$ cat src/rtl/ensemble_vote_scheduler_pkg.sv
// Shared constants for the ensemble vote scheduler slice.
//   NUM_LANES  : number of classifier lanes fanned out / voted over
//   AGREE_W    : width of the per-lane agreement field in the vote beat
//   ST_*       : FSM state encodings for the result collect/vote/emit sequence
package ensemble_vote_scheduler_pkg;

    localparam int unsigned NUM_LANES = 3;
    localparam int unsigned AGREE_W   = NUM_LANES;

    localparam int unsigned ST_W = 2;
    localparam logic [ST_W-1:0] ST_COLLECT = 2'd0;
    localparam logic [ST_W-1:0] ST_VOTE    = 2'd1;
    localparam logic [ST_W-1:0] ST_EMIT    = 2'd2;

endpackage

$ cat src/rtl/ensemble_vote_scheduler_if.sv
// Stream bundle between the DMA side, the three classifier lanes and the
// vote output.
//   s_axis_*  : upstream feature stream
//   cls_s_*   : per-lane feature streams to the classifiers (lane i at slice i)
//   cls_m_*   : per-lane result streams from the classifiers
//   m_axis_*  : voted result stream
// Modports: slave = scheduler view, master = environment view.
interface ensemble_vote_scheduler_if #(
    parameter int unsigned DATA_WIDTH = 32,
    parameter int unsigned KEEP_WIDTH = 4
);
    import ensemble_vote_scheduler_pkg::*;

    logic [DATA_WIDTH-1:0]           s_axis_tdata;
    logic [KEEP_WIDTH-1:0]           s_axis_tkeep;
    logic                            s_axis_tvalid;
    logic                            s_axis_tready;
    logic                            s_axis_tlast;

    logic [NUM_LANES*DATA_WIDTH-1:0] cls_s_tdata;
    logic [NUM_LANES*KEEP_WIDTH-1:0] cls_s_tkeep;
    logic [NUM_LANES-1:0]            cls_s_tvalid;
    logic [NUM_LANES-1:0]            cls_s_tready;
    logic [NUM_LANES-1:0]            cls_s_tlast;

    logic [NUM_LANES*DATA_WIDTH-1:0] cls_m_tdata;
    logic [NUM_LANES-1:0]            cls_m_tvalid;
    logic [NUM_LANES-1:0]            cls_m_tready;

    logic [DATA_WIDTH-1:0]           m_axis_tdata;
    logic [KEEP_WIDTH-1:0]           m_axis_tkeep;
    logic                            m_axis_tvalid;
    logic                            m_axis_tready;
    logic                            m_axis_tlast;

    modport slave (
        input  s_axis_tdata, s_axis_tkeep, s_axis_tvalid, s_axis_tlast,
        output s_axis_tready,
        output cls_s_tdata, cls_s_tkeep, cls_s_tvalid, cls_s_tlast,
        input  cls_s_tready,
        input  cls_m_tdata, cls_m_tvalid,
        output cls_m_tready,
        output m_axis_tdata, m_axis_tkeep, m_axis_tvalid, m_axis_tlast,
        input  m_axis_tready
    );

    modport master (
        output s_axis_tdata, s_axis_tkeep, s_axis_tvalid, s_axis_tlast,
        input  s_axis_tready,
        input  cls_s_tdata, cls_s_tkeep, cls_s_tvalid, cls_s_tlast,
        output cls_s_tready,
        output cls_m_tdata, cls_m_tvalid,
        input  cls_m_tready,
        input  m_axis_tdata, m_axis_tkeep, m_axis_tvalid, m_axis_tlast,
        output m_axis_tready
    );

endinterface

$ cat src/rtl/ensemble_vote_scheduler_broadcast.sv
// One-deep broadcast buffer: holds a single upstream beat and presents it to
// every lane until each lane has taken it.
//   clk, rst_n      : clock, async active-low reset
//   i_data/keep/last/valid : upstream beat
//   i_gate          : blocks acceptance of a new beat (outstanding limit)
//   o_ready         : upstream ready
//   o_accept        : upstream handshake this cycle
//   o_lane_*        : per-lane replicated beat, o_lane_valid = pending flags
//   i_lane_ready    : per-lane ready
module ensemble_vote_scheduler_broadcast #(
    parameter int unsigned NUM_LANES  = 3,
    parameter int unsigned DATA_WIDTH = 32,
    parameter int unsigned KEEP_WIDTH = 4
) (
    input  logic                            clk,
    input  logic                            rst_n,
    input  logic [DATA_WIDTH-1:0]           i_data,
    input  logic [KEEP_WIDTH-1:0]           i_keep,
    input  logic                            i_last,
    input  logic                            i_valid,
    input  logic                            i_gate,
    output logic                            o_ready,
    output logic                            o_accept,
    output logic [NUM_LANES*DATA_WIDTH-1:0] o_lane_data,
    output logic [NUM_LANES*KEEP_WIDTH-1:0] o_lane_keep,
    output logic [NUM_LANES-1:0]            o_lane_valid,
    output logic [NUM_LANES-1:0]            o_lane_last,
    input  logic [NUM_LANES-1:0]            i_lane_ready
);

    logic [DATA_WIDTH-1:0] r_data;
    logic [KEEP_WIDTH-1:0] r_keep;
    logic                  r_last;
    logic [NUM_LANES-1:0]  r_pending;
    logic                  w_ready;
    logic                  w_accept;

    // Ready once every lane still holding the current beat takes it this
    // cycle, so drain and reload can happen on the same edge.
    assign w_ready  = ((r_pending & ~i_lane_ready) == '0) && !i_gate;
    assign w_accept = i_valid && w_ready;

    always_ff @(posedge clk or negedge rst_n) begin
        if (!rst_n) begin
            r_data    <= '0;
            r_keep    <= '0;
            r_last    <= 1'b0;
            r_pending <= '0;
        end else if (w_accept) begin
            r_data    <= i_data;
            r_keep    <= i_keep;
            r_last    <= i_last;
            r_pending <= '1;
        end else begin
            r_pending <= r_pending & ~i_lane_ready;
        end
    end

    assign o_ready      = w_ready;
    assign o_accept     = w_accept;
    assign o_lane_data  = {NUM_LANES{r_data}};
    assign o_lane_keep  = {NUM_LANES{r_keep}};
    assign o_lane_last  = {NUM_LANES{r_last}};
    assign o_lane_valid = r_pending;

endmodule

$ cat src/rtl/ensemble_vote_scheduler.sv
// Ensemble vote scheduler: fans each upstream feature beat out to three
// classifiers, collects one result per classifier per sample, majority-votes
// and emits one result beat {0, agree[2:0], winner} per sample. Limits the
// number of samples dispatched but not yet voted.
//   clk, rst_n : clock, async active-low reset
//   bus        : stream bundle (slave modport)
//   in_flight  : samples dispatched and not yet voted out
//   disagree   : one-cycle pulse when a vote is not unanimous
module ensemble_vote_scheduler
    import ensemble_vote_scheduler_pkg::*;
#(
    parameter int unsigned DATA_WIDTH      = 32,
    parameter int unsigned KEEP_WIDTH      = 4,
    parameter int unsigned CLASS_W         = 8,
    parameter int unsigned MAX_OUTSTANDING = 4,
    parameter int unsigned TIE_LANE        = 0
) (
    input  logic                                 clk,
    input  logic                                 rst_n,
    ensemble_vote_scheduler_if.slave             bus,
    output logic [$clog2(MAX_OUTSTANDING+1)-1:0] in_flight,
    output logic                                 disagree
);

    localparam int unsigned IFW       = $clog2(MAX_OUTSTANDING + 1);
    localparam int unsigned AGREE_LSB = CLASS_W;

    logic                  w_accept;
    logic                  w_gate;
    logic                  w_m_hs;
    logic                  r_sop;
    logic [IFW-1:0]        r_in_flight;
    logic [ST_W-1:0]       r_state;
    logic [NUM_LANES-1:0]  r_res_vld;
    logic [CLASS_W-1:0]    r_res [NUM_LANES];
    logic [DATA_WIDTH-1:0] r_m_tdata;
    logic                  r_m_tvalid;
    logic                  r_disagree;
    logic [CLASS_W-1:0]    w_winner;
    logic [AGREE_W-1:0]    w_agree;
    logic [DATA_WIDTH-1:0] w_vote_data;
    logic                  w_unused;

    assign w_unused = ^bus.cls_m_tdata;

    // Only the first beat of a sample is held back; a sample already started
    // always completes so lanes never see a torn sample.
    assign w_gate = r_sop && (r_in_flight == IFW'(MAX_OUTSTANDING));
    assign w_m_hs = r_m_tvalid && bus.m_axis_tready;

    ensemble_vote_scheduler_broadcast #(
        .NUM_LANES  (NUM_LANES),
        .DATA_WIDTH (DATA_WIDTH),
        .KEEP_WIDTH (KEEP_WIDTH)
    ) u_broadcast (
        .clk          (clk),
        .rst_n        (rst_n),
        .i_data       (bus.s_axis_tdata),
        .i_keep       (bus.s_axis_tkeep),
        .i_last       (bus.s_axis_tlast),
        .i_valid      (bus.s_axis_tvalid),
        .i_gate       (w_gate),
        .o_ready      (bus.s_axis_tready),
        .o_accept     (w_accept),
        .o_lane_data  (bus.cls_s_tdata),
        .o_lane_keep  (bus.cls_s_tkeep),
        .o_lane_valid (bus.cls_s_tvalid),
        .o_lane_last  (bus.cls_s_tlast),
        .i_lane_ready (bus.cls_s_tready)
    );

    always_ff @(posedge clk or negedge rst_n) begin
        if (!rst_n) begin
            r_sop       <= 1'b1;
            r_in_flight <= '0;
        end else begin
            if (w_accept) begin
                r_sop <= bus.s_axis_tlast;
            end
            case ({w_accept && bus.s_axis_tlast, w_m_hs})
                2'b10:   r_in_flight <= r_in_flight + IFW'(1);
                2'b01:   r_in_flight <= r_in_flight - IFW'(1);
                default: r_in_flight <= r_in_flight;
            endcase
        end
    end

    // Result capture: each lane holds one result until the vote is emitted.
    always_ff @(posedge clk or negedge rst_n) begin
        if (!rst_n) begin
            r_res_vld <= '0;
            for (int unsigned i = 0; i < NUM_LANES; i++) begin
                r_res[i] <= '0;
            end
        end else if (r_state == ST_EMIT && w_m_hs) begin
            r_res_vld <= '0;
        end else begin
            for (int unsigned i = 0; i < NUM_LANES; i++) begin
                if (bus.cls_m_tvalid[i] && !r_res_vld[i]) begin
                    r_res[i]     <= bus.cls_m_tdata[i*DATA_WIDTH +: CLASS_W];
                    r_res_vld[i] <= 1'b1;
                end
            end
        end
    end

    always_comb begin
        w_winner = r_res[TIE_LANE];
        if (r_res[0] == r_res[1] || r_res[0] == r_res[2]) begin
            w_winner = r_res[0];
        end else if (r_res[1] == r_res[2]) begin
            w_winner = r_res[1];
        end
        for (int unsigned i = 0; i < NUM_LANES; i++) begin
            w_agree[i] = (r_res[i] == w_winner);
        end
        w_vote_data                          = '0;
        w_vote_data[CLASS_W-1:0]             = w_winner;
        w_vote_data[AGREE_LSB +: AGREE_W]    = w_agree;
    end

    always_ff @(posedge clk or negedge rst_n) begin
        if (!rst_n) begin
            r_state    <= ST_COLLECT;
            r_m_tdata  <= '0;
            r_m_tvalid <= 1'b0;
            r_disagree <= 1'b0;
        end else begin
            r_disagree <= 1'b0;
            case (r_state)
                ST_COLLECT: begin
                    if (r_res_vld == '1) begin
                        r_state <= ST_VOTE;
                    end
                end
                ST_VOTE: begin
                    r_m_tdata  <= w_vote_data;
                    r_m_tvalid <= 1'b1;
                    r_disagree <= (w_agree != '1);
                    r_state    <= ST_EMIT;
                end
                ST_EMIT: begin
                    if (bus.m_axis_tready) begin
                        r_m_tvalid <= 1'b0;
                        r_state    <= ST_COLLECT;
                    end
                end
                default: r_state <= ST_COLLECT;
            endcase
        end
    end

    assign bus.cls_m_tready  = ~r_res_vld;
    assign bus.m_axis_tdata  = r_m_tdata;
    assign bus.m_axis_tvalid = r_m_tvalid;
    assign bus.m_axis_tkeep  = {KEEP_WIDTH{r_m_tvalid}};
    assign bus.m_axis_tlast  = r_m_tvalid;
    assign in_flight         = r_in_flight;
    assign disagree          = r_disagree;

endmodule

$ cat src/flat_wrapper.sv
// flat-port wrapper written by rule: the top's interface ports become plain ports
module ensemble_vote_scheduler_flat import ensemble_vote_scheduler_pkg::*;
#(
    parameter int unsigned DATA_WIDTH      = 32,
    parameter int unsigned KEEP_WIDTH      = 4,
    parameter int unsigned CLASS_W         = 8,
    parameter int unsigned MAX_OUTSTANDING = 4,
    parameter int unsigned TIE_LANE        = 0
)
  (clk, rst_n, in_flight, disagree, bus_s_axis_tdata, bus_s_axis_tkeep, bus_s_axis_tvalid, bus_s_axis_tlast, bus_s_axis_tready, bus_cls_s_tdata, bus_cls_s_tkeep, bus_cls_s_tvalid, bus_cls_s_tlast, bus_cls_s_tready, bus_cls_m_tdata, bus_cls_m_tvalid, bus_cls_m_tready, bus_m_axis_tdata, bus_m_axis_tkeep, bus_m_axis_tvalid, bus_m_axis_tlast, bus_m_axis_tready);
  ensemble_vote_scheduler_if #(.DATA_WIDTH(DATA_WIDTH), .KEEP_WIDTH(KEEP_WIDTH)) bus_i ();
  input  logic clk;
  input  logic rst_n;
  output logic [$clog2(MAX_OUTSTANDING+1)-1:0] in_flight;
  output logic disagree;
  input wire logic [$bits(bus_i.s_axis_tdata)-1:0] bus_s_axis_tdata;
  input wire logic [$bits(bus_i.s_axis_tkeep)-1:0] bus_s_axis_tkeep;
  input wire logic [$bits(bus_i.s_axis_tvalid)-1:0] bus_s_axis_tvalid;
  input wire logic [$bits(bus_i.s_axis_tlast)-1:0] bus_s_axis_tlast;
  output wire logic [$bits(bus_i.s_axis_tready)-1:0] bus_s_axis_tready;
  output wire logic [$bits(bus_i.cls_s_tdata)-1:0] bus_cls_s_tdata;
  output wire logic [$bits(bus_i.cls_s_tkeep)-1:0] bus_cls_s_tkeep;
  output wire logic [$bits(bus_i.cls_s_tvalid)-1:0] bus_cls_s_tvalid;
  output wire logic [$bits(bus_i.cls_s_tlast)-1:0] bus_cls_s_tlast;
  input wire logic [$bits(bus_i.cls_s_tready)-1:0] bus_cls_s_tready;
  input wire logic [$bits(bus_i.cls_m_tdata)-1:0] bus_cls_m_tdata;
  input wire logic [$bits(bus_i.cls_m_tvalid)-1:0] bus_cls_m_tvalid;
  output wire logic [$bits(bus_i.cls_m_tready)-1:0] bus_cls_m_tready;
  output wire logic [$bits(bus_i.m_axis_tdata)-1:0] bus_m_axis_tdata;
  output wire logic [$bits(bus_i.m_axis_tkeep)-1:0] bus_m_axis_tkeep;
  output wire logic [$bits(bus_i.m_axis_tvalid)-1:0] bus_m_axis_tvalid;
  output wire logic [$bits(bus_i.m_axis_tlast)-1:0] bus_m_axis_tlast;
  input wire logic [$bits(bus_i.m_axis_tready)-1:0] bus_m_axis_tready;
  assign bus_i.s_axis_tdata = bus_s_axis_tdata;
  assign bus_i.s_axis_tkeep = bus_s_axis_tkeep;
  assign bus_i.s_axis_tvalid = bus_s_axis_tvalid;
  assign bus_i.s_axis_tlast = bus_s_axis_tlast;
  assign bus_s_axis_tready = bus_i.s_axis_tready;
  assign bus_cls_s_tdata = bus_i.cls_s_tdata;
  assign bus_cls_s_tkeep = bus_i.cls_s_tkeep;
  assign bus_cls_s_tvalid = bus_i.cls_s_tvalid;
  assign bus_cls_s_tlast = bus_i.cls_s_tlast;
  assign bus_i.cls_s_tready = bus_cls_s_tready;
  assign bus_i.cls_m_tdata = bus_cls_m_tdata;
  assign bus_i.cls_m_tvalid = bus_cls_m_tvalid;
  assign bus_cls_m_tready = bus_i.cls_m_tready;
  assign bus_m_axis_tdata = bus_i.m_axis_tdata;
  assign bus_m_axis_tkeep = bus_i.m_axis_tkeep;
  assign bus_m_axis_tvalid = bus_i.m_axis_tvalid;
  assign bus_m_axis_tlast = bus_i.m_axis_tlast;
  assign bus_i.m_axis_tready = bus_m_axis_tready;
  ensemble_vote_scheduler #(.DATA_WIDTH(DATA_WIDTH), .KEEP_WIDTH(KEEP_WIDTH), .CLASS_W(CLASS_W), .MAX_OUTSTANDING(MAX_OUTSTANDING), .TIE_LANE(TIE_LANE)) u_core (.clk(clk), .rst_n(rst_n), .bus(bus_i), .in_flight(in_flight), .disagree(disagree));
endmodule
$ cat config.mk
export PLATFORM = sky130hd
export DESIGN_NAME = ensemble_vote_scheduler_flat
export DESIGN_NICKNAME = d
export VERILOG_FILES = /design/src/rtl/ensemble_vote_scheduler_pkg.sv /design/src/rtl/ensemble_vote_scheduler_if.sv /design/src/rtl/ensemble_vote_scheduler_broadcast.sv /design/src/rtl/ensemble_vote_scheduler.sv /design/src/flat_wrapper.sv
export SDC_FILE = /design/constraint.sdc
export NUM_CORES = 1
export LEC_CHECK = 0
export ABC_AREA = 1
export CAP_MARGIN = 20
export CORE_AREA = 2 2 117 119
export CTS_BUF_LIST = sky130_fd_sc_hd__clkbuf_8
export DETAILED_ROUTE_END_ITERATION = 7
export DIE_AREA = 0 0 119 121
export PLACE_DENSITY = 0.84
export SETUP_SLACK_MARGIN = 0.5
export SLEW_MARGIN = 25
export SYNTH_ARGS = -nofsm -noshare
export SYNTH_HDL_FRONTEND = slang
export SYNTH_SLANG_ARGS = --single-unit
$ cat constraint.sdc
create_clock -name clk -period 4.6 [get_ports clk]
set_clock_uncertainty 0.05 [all_clocks]
set_input_delay 0.46 -clock clk [delete_from_list [all_inputs] [get_ports clk]]
set_output_delay 0.46 -clock clk [all_outputs]
set_load 0.005 [all_outputs]
**Sequential cells coloured by netlist name**

Other sequential cells in the stronger grey, the rest of the logic in the fainter grey.
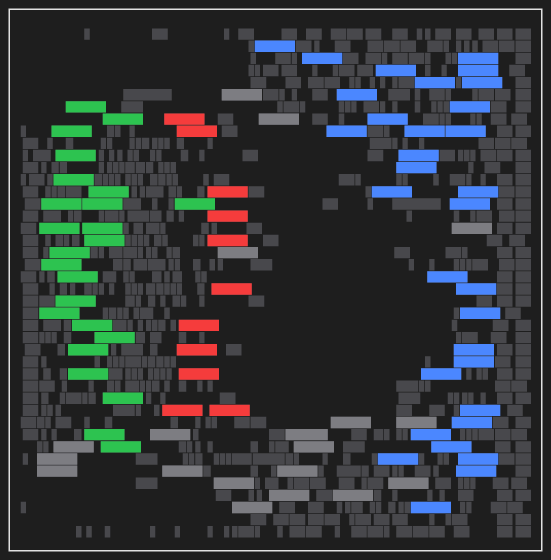
Key: green = `u_core.r_res` [flops 24]; red = `u_core.bus.m_axis_tdata` [flops 11]; blue = `u_core.u_broadcast.r_data` [flops 32, where a column on the right]
fraction of area in registers: 33.5%
storage element area: 2150 sq um
final core occ: 49.2%
P_seq: 1.46 mW

==> ci_impl_report.md <==
## PnR job results

| Metric | Value |
|---|---|
| Status | `complete, no violations` |
| Crit path cell chain | `clkdlybuf4s50_1 -> o22ai_1 -> a311oi_2 -> nand2_1 -> inv_2 -> nand2_1 -> ha_1 -> inv_1 -> fa_1 -> o21ai_0` |
| Relative slew slack | `slightly below 50%` |
| Cell Area, Synth | `4620 sq um` |
| #FFs+latches synth | `~86` |
| Period utilisation layout | `60.7%` |
| Initial DRC Count | `about 160` |
| WL/cell | `12.7 um` |
| Row cnt | `42` |
| Total power | `4.33 mW` |
| TritonCTS clock tree | `done` |
| Post-Synth XOR/XNOR Area | `2.09%` |
| Antenna violations before repair | `0` |
| Grt ovf | `0` |
| Top cells, area | `dfrtp_1 46%, nand2_1 17%, buf_4 16%` |
| Simple-Gate Area Share | `24.5%` |
| FF-to-FF Start | `u_core.u_broadcast.o_lane_valid[0]` |
| IO Count | `between 300 and 400` |
| Insertion delay to the later sink of the worst-skew pair | `roughly 0.36 ns` |
| Dominant cell type by area after synthesis | `dfrtp_1` |
| First-pass GRT wire length | `about 18000 um` |
| OpenROAD warning count | `98` |
| Clock sink count | `86` |
| Synthesized-area fraction occupied by adder cells | `less than 1%` |
| EDFF count, synth | `0` |
| Max cap viols | `0` |
| Logic area | `1580 sq um` |
| Via/cell ratio | `4.33` |
| Final Instance Area | `approximately 6400 sq um` |
| Aoi share | `4.77%` |
| Sequential share of the synthesized area | `46.7%` |
| Total track usage | `15.9%` |
| Count leader, synth | `nand2_1` |
| Buffers added on ports | `209` |
| Drc violations | `0` |
| Actual slew at the worst max-slew pin | `0.778 ns` |
| Syn Area/Cell | `8.06 sq um` |
| FMAX | `358 MHz` |
| Ys cells | `573` |
| Drt first pass iters | `4` |
| CTS clk-pin slew, worst paths | `approximately 0.090 ns` |
| Final setup violation count | `0` |
| Synth warn | `0` |
| Critical path buffers and inverters | `3` |
| Setup crit start | `bus_cls_s_tready[0]` |
| Worst path most repeated cell | `nand2_1` |
| Critical path's top delay family | `buffers and inverters` |
| Setup bufs post-CTS | `0` |
| CTS H-tree depth | `3` |
**Supply network**

Pins as bars on the die edge.
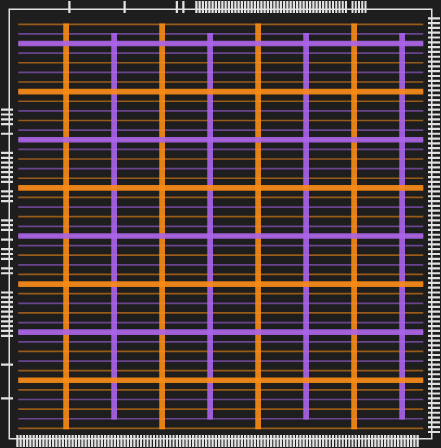
Key: purple = VDD; orange = VSS
43 met1 rails follow the rows. 8 straps on met4. 303 signal pins sit on the boundary. 8 straps on met5. The core has 42 rows.
Worst VDD drop: 0.266 mV
Die X: 119 um

## worst paths after layout
check	endpoint	slack [ns]	depth (start not counted)
max in group asynchronous	u_core.u_broadcast.r_data[21]	3.87	1
max	u_core.in_flight[1]	1.81	10
min	u_core.u_broadcast.r_data[2]	0.11	1
min reg2reg	u_core.r_state[0]	0.38	1
min in group clk	u_core.r_state[0]	0.38	1
max reg2reg	u_core.in_flight[1]	1.95	10
## flip-flops by register name, summed over array words and instances, names as in the netlist, 2 cells and up
signal	cells
u_core.bus.m_axis_tdata	11
u_core.in_flight	3
u_core.r_res	24
u_core.r_res_vld	3
u_core.r_state	2
u_core.u_broadcast.o_lane_valid	3
u_core.u_broadcast.r_data	32
u_core.u_broadcast.r_keep	4
## area by class of cell
| class | count | area share, % |
|---|---|---|
| Sequential cell | 86 | 33.5 |
| Inverter | 39 | 2.27 |
| Tap cell | 176 | 3.42 |
| Clock inverter | 4 | 1.07 |
| Multi-Input combinational cell | 355 | 24.6 |
| Clock buffer | 12 | 2.57 |
| Timing Repair Buffer | 210 | 32.6 |
## layout by cell type (no fill, tap or decap)
| cell type | netlist | final |
|---|---|---|
| nor2_1 | 35 | 35 |
| inv_1 | 33 | 34 |
| nor3_1 | 2 | 2 |
| mux2_2 | 2 | 2 |
| nand3_1 | 20 | 20 |
| clkinv_2 | 0 | 1 |
| dfstp_2 | 1 | 1 |
| nor2_2 | 1 | 1 |
| clkinv_1 | 1 | 1 |
| o21ai_0 | 14 | 14 |
| a311oi_2 | 1 | 1 |
| nand3_2 | 1 | 1 |
| o41ai_1 | 1 | 1 |
| nand2_1 | 206 | 206 |
| ha_1 | 1 | 1 |
| fa_1 | 1 | 1 |
| bufinv_16 | 0 | 2 |
| nand3b_1 | 2 | 2 |
| conb_1 | 1 | 21 |
| clkdlybuf4s50_1 | 0 | 208 |
| inv_2 | 5 | 5 |
| xnor2_1 | 11 | 11 |
| nand2_2 | 2 | 2 |
| nand4_1 | 6 | 6 |
| clkbuf_8 | 0 | 12 |
| nand2_4 | 1 | 1 |
| buf_4 | 101 | 1 |
| nor2_4 | 2 | 2 |
| buf_6 | 0 | 1 |
| o22ai_1 | 1 | 1 |
| a21oi_1 | 24 | 24 |
| dfrtp_1 | 85 | 85 |
## where the power goes
part | internal (mW) | switching [mW]
combinational | 1.34 | 0.922
sequential | 1.11 | 0.346
clock | 0.348 | 0.263
total | 2.80 | 1.53
## cell families (layout without fill, tap and decap cells)
kind of cell / after synthesis / count (layout)
xor+xnor: 11 / 11
fa+ha+maj: 2 / 2
buf+inv: 152 / 265
mux: 2 / 2
other cells: 1 / 21
compound gates: 41 / 41
flops: 86 / 86
simple gates: 278 / 278
## stage by stage
stage | instances | hold WS [ns]
after detailed placement | 866 | 0.374
after global placement | 866 | 0.370
after CTS | 882 | 0.112
after floorplan | 593 | 0.114
final | 882 | 0.108
after global routing | 882 | 0.163
## per-layer routing
layer	GRT usage (%)	part of all wire [%]	vias to the layer above
li1	-	-	1906
met1	18.3	39	1737
met2	28.1	52	158
met3	3.24	6.2	21
met4	8.18	3.1	0
met5	0	0	-
Power and IR drop assume default switching activity.
